**src/rtl/serial_pkg.sv**
```systemverilog
// Shared serial-link types and line levels, imported by the transmitter and the future receiver.
package serial_pkg;

    typedef enum logic [1:0] {IDLE, START, DATA, STOP} state_t;

    localparam logic START_LVL = 1'b0;
    localparam logic STOP_LVL  = 1'b1;
    localparam logic IDLE_LVL  = 1'b1;

endpackage

```
**src/rtl/bit_timer.sv**
```systemverilog
// Free-running bit-period counter; tick marks the last cycle of each CLKS_PER_BIT period.
module bit_timer #(
    parameter int unsigned CLKS_PER_BIT = 4
) (
    input  logic clk,
    input  logic rst,
    input  logic clr,
    output logic tick
);

    localparam int unsigned CW = (CLKS_PER_BIT > 1) ? $clog2(CLKS_PER_BIT) : 1;
    localparam logic [CW-1:0] LAST = CW'(CLKS_PER_BIT - 1);

    logic [CW-1:0] cnt;

    always_ff @(posedge clk) begin
        if (rst || clr) begin
            cnt <= '0;
        end else if (cnt == LAST) begin
            cnt <= '0;
        end else begin
            cnt <= cnt + CW'(1);
        end
    end

    assign tick = (cnt == LAST);

endmodule

```
**src/rtl/serial_tx.sv**
```systemverilog
// Parallel-to-serial transmitter: start bit, WIDTH data bits LSB first, one stop bit, idle-high line.
module serial_tx
    import serial_pkg::*;
#(
    parameter int unsigned WIDTH        = 8,
    parameter int unsigned CLKS_PER_BIT = 4
) (
    input  logic             clk,
    input  logic             rst,
    input  logic [WIDTH-1:0] d,
    input  logic             d_valid,
    output logic             d_ready,
    output logic             q,
    output logic             busy
);

    localparam int unsigned IW = (WIDTH > 1) ? $clog2(WIDTH) : 1;
    localparam logic [IW-1:0] LAST_IDX = IW'(WIDTH - 1);

    state_t           state, state_n;
    logic [WIDTH-1:0] shift_reg, shift_n;
    logic [IW-1:0]    bit_idx, idx_n;
    logic             q_n, busy_n;
    logic             tick;

    // Timer is held in reset while idle so every frame starts on a fresh bit period.
    bit_timer #(.CLKS_PER_BIT(CLKS_PER_BIT)) u_timer (
        .clk  (clk),
        .rst  (rst),
        .clr  (state == IDLE),
        .tick (tick)
    );

    assign d_ready = (state == IDLE) && !rst;

    always_ff @(posedge clk) begin
        if (rst) begin
            state     <= IDLE;
            shift_reg <= '0;
            bit_idx   <= '0;
            q         <= IDLE_LVL;
            busy      <= 1'b0;
        end else begin
            state     <= state_n;
            shift_reg <= shift_n;
            bit_idx   <= idx_n;
            q         <= q_n;
            busy      <= busy_n;
        end
    end

    always_comb begin
        state_n = state;
        shift_n = shift_reg;
        idx_n   = bit_idx;
        q_n     = IDLE_LVL;
        busy_n  = 1'b0;

        case (state)
            IDLE: begin
                if (d_valid) begin
                    state_n = START;
                    shift_n = d;
                    idx_n   = '0;
                end
            end
            START: begin
                if (tick) state_n = DATA;
            end
            DATA: begin
                if (tick) begin
                    if (bit_idx == LAST_IDX) begin
                        state_n = STOP;
                    end else begin
                        shift_n = shift_reg >> 1;
                        idx_n   = bit_idx + IW'(1);
                    end
                end
            end
            STOP: begin
                if (tick) state_n = IDLE;
            end
            default: state_n = IDLE;
        endcase

        // Line level is registered from the upcoming state so q changes one cycle after acceptance.
        case (state_n)
            IDLE:    q_n = IDLE_LVL;
            START:   q_n = START_LVL;
            DATA:    q_n = shift_n[0];
            STOP:    q_n = STOP_LVL;
            default: q_n = IDLE_LVL;
        endcase
        busy_n = (state_n != IDLE);
    end

endmodule

```
**config.mk**
```make
export PLATFORM = sky130hd
export DESIGN_NAME = serial_tx
export DESIGN_NICKNAME = d
export VERILOG_FILES = /design/src/rtl/serial_pkg.sv /design/src/rtl/bit_timer.sv /design/src/rtl/serial_tx.sv
export SDC_FILE = /design/constraint.sdc
export NUM_CORES = 1
export LEC_CHECK = 0
export CAP_MARGIN = 15
export CORE_MARGIN = 4
export CORE_UTILIZATION = 50
export DETAILED_ROUTE_END_ITERATION = 6
export PLACE_DENSITY = 0.84
export SLEW_MARGIN = 20
export SYNTH_ARGS = -nofsm -noshare
export SYNTH_HDL_FRONTEND = slang
export SYNTH_SLANG_ARGS = --single-unit
```
**constraint.sdc**
```tcl
create_clock -name clk -period 2.3 [get_ports clk]
set_clock_uncertainty 0.05 [all_clocks]
set_input_delay 0.46 -clock clk [delete_from_list [all_inputs] [get_ports clk]]
set_output_delay 0.46 -clock clk [all_outputs]
set_load 0.03 [all_outputs]
```
Fig. 1: wiring heat map
(8 px per um) 10 x 10 tiles, from dark blue (low) to red (high), scaled to the fullest tile. Values are wire area over tile area, all layers added.
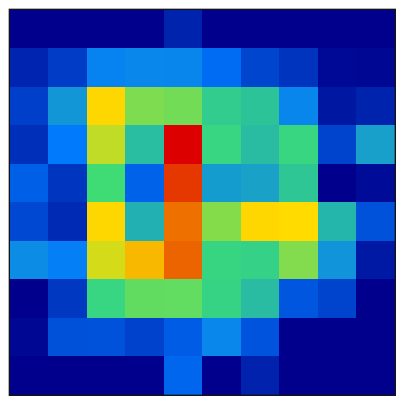
emptiest ninth of the die: south-east
densest ninth of the die: center
tiles over half the peak: 18%
nearly empty tiles: 26%
fullest tile: 0.39

Fig. 2: cell placement
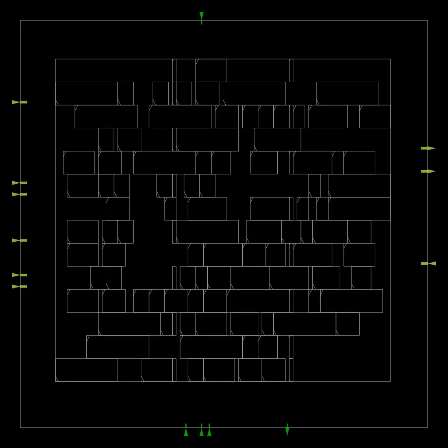
fillcell total: 130
seq_cells: 17

Fig. 3: wires at chosen ports, followed through buffers
(10 px per um)
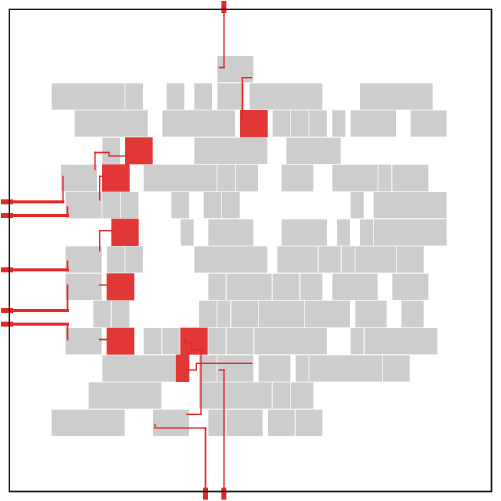
[red] d | direction: input | end cells: 8 | buffers: 8 | wire: 99.8 um

Fig. 4: where the registers sit
(12 px per um) Other sequential cells in the stronger gray, the rest of the logic in the fainter gray.
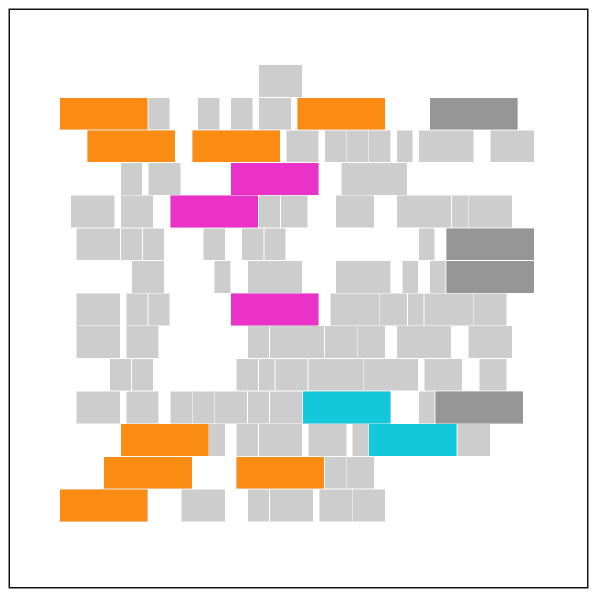
[cyan] u_timer.cnt | placed flops: 2
[orange] shift_reg | placed flops: 8
[magenta] bit_idx | placed flops: 3
not colored: 4
post-layout util: 63.37%
Seq. pwr: 316 uW

Fig. 5: metal layers overlaid
(8 px per um) Two of the layers only.
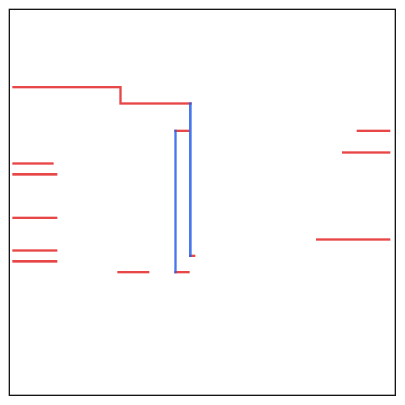
[blue] metal 4 | wire length: 36.7 um
[red] metal 3 | wire length: 75.9 um

==> impl_metrics.ini <==
; yosys + openroad results
[pwr]
total_power_uw = 550.9
power_switching_uw = 137.7

[yosys]
yosysWarnings = 0

[timing]
slew_headroom_pct = 65.98
fin_crit_sh_pct = 91.21
whs_ns = 0.4005
max_slew.worst_pin.slew_ns = 0.5080
rsz0062_at_grt = no

[final_layout]
diodes = 0
nNetsFinal = 117
design_area_sq_um = 954.7

[global_route]
grt_max_degree = 18
grt_util_all_layers_pct = 15.33
grt_pass1_vias = 569

[floorplanning]
fp_util_pct = 53.32
core_area_sq_um = 1506

[setup_path]
crit_required_ns = 2.48
path_cells = ha_1, ha_1, and3_1, o31ai_1, buf_4, inv_1, ha_1, and3b_1, a311oi_2, o21ai_1
startpoint = bit_idx[0]

[cts]
numClockSinks = 17
cts_tree = done

[run_status]
outcome = finished clean

[place]
dp.cells = 111
[power by group through the flow]
stage	clock, uW	combinational [uW]	sequential [uW]
after floorplan	0	43.1	324
after global placement	0	75.2	322
after detailed placement	0	77.3	323
after CTS	161	77.4	316
after global routing	176	83.6	318
final	158	76.6	316
[routing by layer]
| layer | vias up | track usage (%) | share of wire [%] |
|---|---|---|---|
| met3 | 4 | 3.383 | 5.0 |
| met4 | 0 | 9.677 | 2.4 |
| met1 | 288 | 18.34 | 44 |
| met5 | - | 0 | 0 |
| met2 | 13 | 24.54 | 48 |
| li1 | 336 | - | - |
[critical path: cells and delay by family, from the launching register on]
kind | cells | cell delay [ns]
adders and majority gates | 3 | 0.61
DFF | 1 | 0.33
buffers and inverters | 2 | 0.21
and+or+nand+nor | 2 | 0.42
AOI/OAI and AO/OA | 3 | 0.41
[final cells by class]
cell class	count	area, sq um	area share (%)
Clock buffer	3	22.52	2.359
Timing Repair Buffer	16	150.1	15.73
Clock inverter	1	5.005	0.5242
Tap cell	16	20.02	2.097
Inverter	2	7.507	0.7864
Multi-Input combinational cell	60	409.1	42.86
Sequential cell	17	340.3	35.65
[logic make-up (layout without fill, tap and decap cells)]
family                     count (synthesis)  after routing  share of synthesized area [%]
and+or+nand+nor                           32             32                          23.68
adders and majority gates                  6              6                          9.346
buffers and inverters                      9             22                          6.696
AOI/OAI and AO/OA                         21             21                          16.82
xor gates and xnor gates                   1              1                          1.091
DFF                                       17             17                          42.37
[worst paths after layout]
kind,end,depth (start not counted),slack (ns)
setup reg to reg,q,10,0.20
setup / recovery,q,10,0.20
hold reg to reg,u_timer.cnt[0],1,0.40
hold / removal,u_timer.cnt[0],1,0.40
Power is estimated from default activity; no workload was simulated.
